gate_families.png
(2 px per µm)
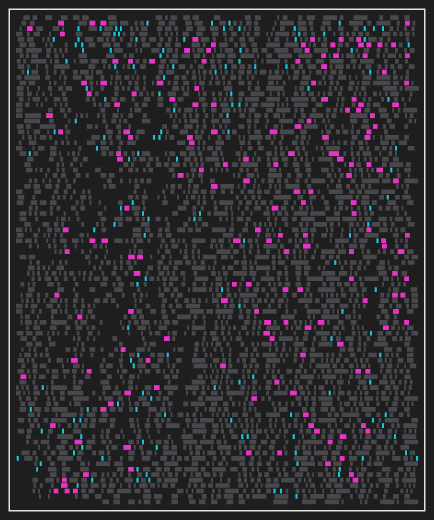
drive_strength.png
(2 px per µm)
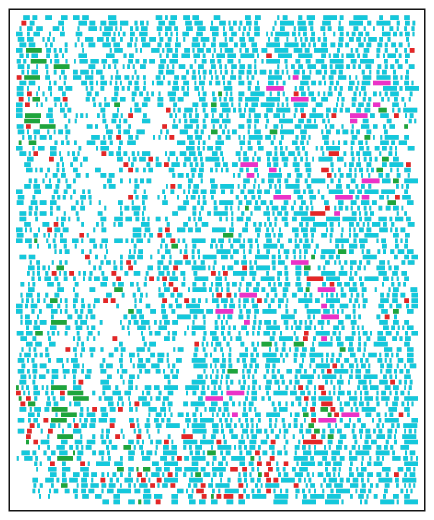
final_congestion.png
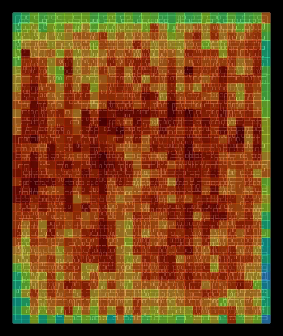
**src/rtl/calc_seq_unit.sv**
```systemverilog
// calc_seq_unit: integer execute-stage calculation unit.
// Single-cycle add/sub/shift/logic/compare ops and iterative (one bit per
// cycle) multiply, divide and remainder, with valid/ready handshakes on both
// sides so the pipeline can stall while an iterative op runs.
//
// Ports:
//   clk        system clock, all state changes on the rising edge
//   reset      synchronous, active-high
//   in_valid   operation request
//   in_ready   unit can accept a request this cycle
//   opt        operation select (0-7 alu, 8/9 mul, A-D div/rem, E/F compare)
//   a, b       operands (shift amount is b[$clog2(WIDTH)-1:0])
//   out_valid  result available
//   out_ready  consumer takes the result this cycle
//   result     operation result, held while out_valid && !out_ready
//   busy       iterative operation in progress
module calc_seq_unit #(
    parameter int unsigned WIDTH = 32
) (
    input  logic             clk,
    input  logic             reset,
    input  logic             in_valid,
    output logic             in_ready,
    input  logic [3:0]       opt,
    input  logic [WIDTH-1:0] a,
    input  logic [WIDTH-1:0] b,
    output logic             out_valid,
    input  logic             out_ready,
    output logic [WIDTH-1:0] result,
    output logic             busy
);
    localparam int unsigned SW = $clog2(WIDTH);
    localparam int unsigned CW = SW + 1;
    localparam int unsigned AW = 2 * WIDTH;

    typedef enum logic [1:0] {IDLE, CALC, DONE} state_t;

    state_t           state, state_next;
    logic [WIDTH-1:0] result_next;
    logic [3:0]       op_q, op_next;
    logic [CW-1:0]    cnt, cnt_next;
    // acc: mul -> {partial product high, multiplier shifting out};
    //      div -> {partial remainder, dividend shifting out / quotient in}
    logic [AW-1:0]    acc, acc_next;
    logic [WIDTH-1:0] opb, opb_next;
    logic             neg_q, neg_q_next;
    logic             neg_r, neg_r_next;
    logic             dz, dz_next;

    logic             accept;
    logic             is_iter;
    logic             is_signed_div;
    logic             a_neg, b_neg;
    logic [WIDTH-1:0] abs_a, abs_b;
    logic [SW-1:0]    shamt;
    logic [WIDTH-1:0] alu;
    logic [AW-1:0]    step;
    logic [WIDTH-1:0] fixup;

    assign in_ready  = !reset && (state == IDLE || (state == DONE && out_ready));
    assign accept    = in_valid && in_ready;
    assign out_valid = (state == DONE);
    assign busy      = (state == CALC);

    // Operand decode for a newly accepted request
    assign is_iter       = (opt >= 4'h8) && (opt <= 4'hD);
    assign is_signed_div = (opt == 4'hC) || (opt == 4'hD);
    assign a_neg         = is_signed_div && a[WIDTH-1];
    assign b_neg         = is_signed_div && b[WIDTH-1];
    assign abs_a         = a_neg ? WIDTH'(-a) : a;
    assign abs_b         = b_neg ? WIDTH'(-b) : b;
    assign shamt         = b[SW-1:0];

    // Single-cycle operations
    always_comb begin
        alu = '0;
        case (opt)
            4'h0:    alu = a + b;
            4'h1:    alu = a - b;
            4'h2:    alu = a << shamt;
            4'h3:    alu = a >> shamt;
            4'h4:    alu = $unsigned($signed(a) >>> shamt);
            4'h5:    alu = a & b;
            4'h6:    alu = a | b;
            4'h7:    alu = a ^ b;
            4'hE:    alu = WIDTH'($signed(a) < $signed(b));
            4'hF:    alu = WIDTH'(a < b);
            default: alu = '0;
        endcase
    end

    // One iteration of shift-add multiply or restoring divide
    always_comb begin
        logic [WIDTH:0] sum;
        logic [WIDTH:0] rtmp;
        logic [WIDTH:0] diff;
        sum  = {1'b0, acc[AW-1:WIDTH]} + (acc[0] ? {1'b0, opb} : '0);
        rtmp = {acc[AW-1:WIDTH], acc[WIDTH-1]};
        diff = rtmp - {1'b0, opb};
        if (op_q[3:1] == 3'b100) begin
            step = {sum, acc[WIDTH-1:1]};
        end else if (diff[WIDTH]) begin
            step = {rtmp[WIDTH-1:0], acc[WIDTH-2:0], 1'b0};
        end else begin
            step = {diff[WIDTH-1:0], acc[WIDTH-2:0], 1'b1};
        end
    end

    // Final select and sign fix-up, applied to the last iteration's output.
    // Remainder of a zero divisor is already |a| and takes a's sign, so only
    // the quotient needs an explicit override.
    always_comb begin
        logic [WIDTH-1:0] q;
        logic [WIDTH-1:0] r;
        q     = step[WIDTH-1:0];
        r     = step[AW-1:WIDTH];
        fixup = '0;
        case (op_q)
            4'h8:    fixup = q;
            4'h9:    fixup = r;
            4'hA:    fixup = dz ? '1 : q;
            4'hB:    fixup = r;
            4'hC:    fixup = dz ? '1 : (neg_q ? WIDTH'(-q) : q);
            4'hD:    fixup = neg_r ? WIDTH'(-r) : r;
            default: fixup = '0;
        endcase
    end

    // Next-state and datapath register inputs
    always_comb begin
        state_next  = state;
        result_next = result;
        op_next     = op_q;
        cnt_next    = cnt;
        acc_next    = acc;
        opb_next    = opb;
        neg_q_next  = neg_q;
        neg_r_next  = neg_r;
        dz_next     = dz;

        case (state)
            IDLE: ;
            CALC: begin
                cnt_next = cnt - CW'(1);
                acc_next = step;
                if (cnt == CW'(1)) begin
                    result_next = fixup;
                    state_next  = DONE;
                end
            end
            DONE: begin
                if (out_ready && !in_valid) begin
                    state_next = IDLE;
                end
            end
            default: state_next = IDLE;
        endcase

        if (accept) begin
            op_next = opt;
            if (is_iter) begin
                cnt_next   = CW'(WIDTH);
                acc_next   = {{WIDTH{1'b0}}, (opt[3:1] == 3'b100) ? a : abs_a};
                opb_next   = (opt[3:1] == 3'b100) ? b : abs_b;
                neg_q_next = a_neg ^ b_neg;
                neg_r_next = a_neg;
                dz_next    = (b == '0);
                state_next = CALC;
            end else begin
                result_next = alu;
                state_next  = DONE;
            end
        end
    end

    // State and datapath registers
    always_ff @(posedge clk) begin
        if (reset) begin
            state  <= IDLE;
            result <= '0;
            op_q   <= '0;
            cnt    <= '0;
            acc    <= '0;
            opb    <= '0;
            neg_q  <= 1'b0;
            neg_r  <= 1'b0;
            dz     <= 1'b0;
        end else begin
            state  <= state_next;
            result <= result_next;
            op_q   <= op_next;
            cnt    <= cnt_next;
            acc    <= acc_next;
            opb    <= opb_next;
            neg_q  <= neg_q_next;
            neg_r  <= neg_r_next;
            dz     <= dz_next;
        end
    end

endmodule
```
**config.mk**
```make
export PLATFORM = sky130hd
export DESIGN_NAME = calc_seq_unit
export DESIGN_NICKNAME = d
export VERILOG_FILES = /design/src/rtl/calc_seq_unit.sv
export SDC_FILE = /design/constraint.sdc
export NUM_CORES = 1
export LEC_CHECK = 0
export CELL_PAD_IN_SITES_DETAIL_PLACEMENT = 1
export CELL_PAD_IN_SITES_GLOBAL_PLACEMENT = 1
export CORE_AREA = 2 2 205 248
export DETAILED_ROUTE_END_ITERATION = 8
export DIE_AREA = 0 0 207 250
export PLACE_DENSITY_LB_ADDON = 0.1
export SETUP_SLACK_MARGIN = 0.02
export SYNTH_ARGS = -nofsm -noshare
export SYNTH_HDL_FRONTEND = slang
export SYNTH_SLANG_ARGS = --single-unit
```
**constraint.sdc**
```tcl
create_clock -name clk -period 5.97 [get_ports clk]
set_input_delay 0.8955 -clock clk [delete_from_list [all_inputs] [get_ports clk]]
set_output_delay 0.8955 -clock clk [all_outputs]
set_load 0.05 [all_outputs]
```
==> GITHUB_STEP_SUMMARY <==
## Synthesis and layout report

| Metric | Value |
|---|---|
| Run status | `completed` |
| R2r worst-path depth | `14` |
| Vias per inst | `7.02` |
| Non-clk invs | `150` |
| Combinational Area | `0.0182 mm²` |
| Clock insertion delay at the later pin of the skew report | `480 ps` |
| Drt pass-1 iters | `8` |
| Die Y | `250 µm` |
| Yosys Chip Area | `0.0225 mm²` |
| Critical Path Most Common Cell | `o21ai_0` |
| Mapped Area | `0.0225 mm²` |
| Top cells, area | `dfxtp_1, ha_1, a21oi_1, mux2i_1, o21ai_0` |
| Ys flop type | `dfxtp_1` |
| Top Usage Layer GRT | `met2` |
| Adder share | `0.0964` |
| CORE AREA | `0.0495 mm²` |
| Hold Path Sink | `neg_q` |
| DRT iter0 DRCs | `2788` |
| Worst R2R Setup Slack | `390 ps` |
| CTS Sinks | `143` |
| MUX area fraction | `0.0809` |
| Synth Seq Share | `0.127` |
| Dpl ws | `492 ps` |
| Sw Ratio | `0.483` |
| Port Buf Inserts | `106` |
| Yosys warnings | `0` |
| Fin Setup TNS | `0 ps` |
| Post-CTS Setup Inserts | `0` |
| Worst path depth | `14` |
| Biggest area consumer among synthesized cells | `dfxtp_1` |
| GPL Wtd Cong | `1.14` |
| Maximum fanout along the worst path | `16` |
| Top non-seq family | `AND-OR/OR-AND gates` |
| XOR Share, Synth | `0.0560` |
| Initial antenna violation count | `7` |
| Post-Place Cells | `3918` |
| Startpoint types | `register` |
| P_clk | `0.00110 W` |
| Netlist cell types | `99` |
| Seq pwr share | `0.232` |
| P_comb | `0.00233 W` |
| Final HPWL DP | `96.6 mm` |
| Placement row count | `90` |
| Worst slew margin | `0.289` |
| CP delay by family, top | `AND-OR/OR-AND gates` |
| Nets | `3536` |
| Die footprint | `0.0518 mm²` |
| Crit path DAT | `5960 ps` |
| FF/Latch Area | `0.00286 mm²` |
| Syn avg cell area | `6.86 µm²` |
| Fmax | `179 MHz` |
| CP Capture Type | `register` |
| Die extent in x | `207 µm` |
| Clock buffer count from CTS | `17` |
| H-tree depth | `4` |
| Met2 Resource Use GR | `0.752` |
| Pwr top | `combinational cells` |
| Vias | `27774` |
| Worst Hold Depth | `2` |
| Reg-to-Reg Start | `acc[0]` |
| Final hold violation count | `0` |
| Critical hold path startpoint | `neg_q` |
| Clock skew | `17.7 ps` |
| Fin crit share | `0.934` |
| Worst setup margin | `392 ps` |
| Clk tree area frac | `0.0226` |
| Post-Syn Instances | `3281` |
| N_diodes | `5` |
| Ys async rst share | `0` |
| Pint | `0.00231 W` |
| Top sig layer | `met5` |
| Routed Antenna Nets | `0` |
| Net Count, Synth | `3524` |
| Tap cells | `644` |
| Min cycle time layout | `5580 ps` |
| Clock-pin slew on the worst setup and hold paths | `80 ps` |
| Number of logic gates | `2747` |
| Pwr dens | `179 mW/mm²` |
| Seq_cells | `143` |
| Yosys Instances | `3281` |
| Fill count | `6464` |
| FP Core Util | `0.454` |
| Critical Path End | `result[26]` |
| CP required | `6350 ps` |
| Maxcap violations | `0` |
Notes on gate_families.png above:
Key: cyan = inverters [cells 150, where spread over the die]; magenta = AND-OR and OR-AND gates [cells 173, where spread over the die]
Layout Cells excl Fill: 3955
Comb/total area: 0.728
Commonest Layout Cell: nor2_1

Notes on drive_strength.png above:
Key: cyan = drive 1 or less [cells 3065]; green = drive 2 [cells 71]; red = drive 3 to 4 [cells 142]; magenta = drive 6 and up [cells 28]
post-route cell area: 0.0250 mm²
Buffers, non-clock: 234
area grow syn2layout: 11.0%

Notes on final_congestion.png above:
GR Util met3: 0.0732
wire per inst: 31.0 µm
met1 Track Usage GR: 0.520

[flip-flops by register name, summed over array words and instances, names as in the netlist]
| name | flops |
|---|---|
| neg_r | 1 |
| cnt | 6 |
| acc | 64 |
| neg_q | 1 |
| state | 2 |
| result | 32 |
| op_q | 4 |
| dz | 1 |
| opb | 32 |
[synth_stat cells, drive strengths merged, types with 13 or more instances]
cell type,count
a221oi,34
or3,42
nor2b,18
nand4,46
nor4,17
inv,150
nor3,95
dfxtp,143
a21boi,17
nand2b,33
o21bai,20
o21ai,281
a2111oi,13
clkbuf,189
a31oi,61
o211ai,42
a211o,21
xor2,38
a211oi,69
ha,167
xnor2,106
nand3,77
and2,49
buf,52
a22oi,13
o21a,31
mux4,16
o22a,17
and3,23
a21oi,314
nor2,318
mux2i,137
nand2,295
o22ai,36
a21o,49
o31ai,61
Power is estimated from default activity; no workload was simulated.
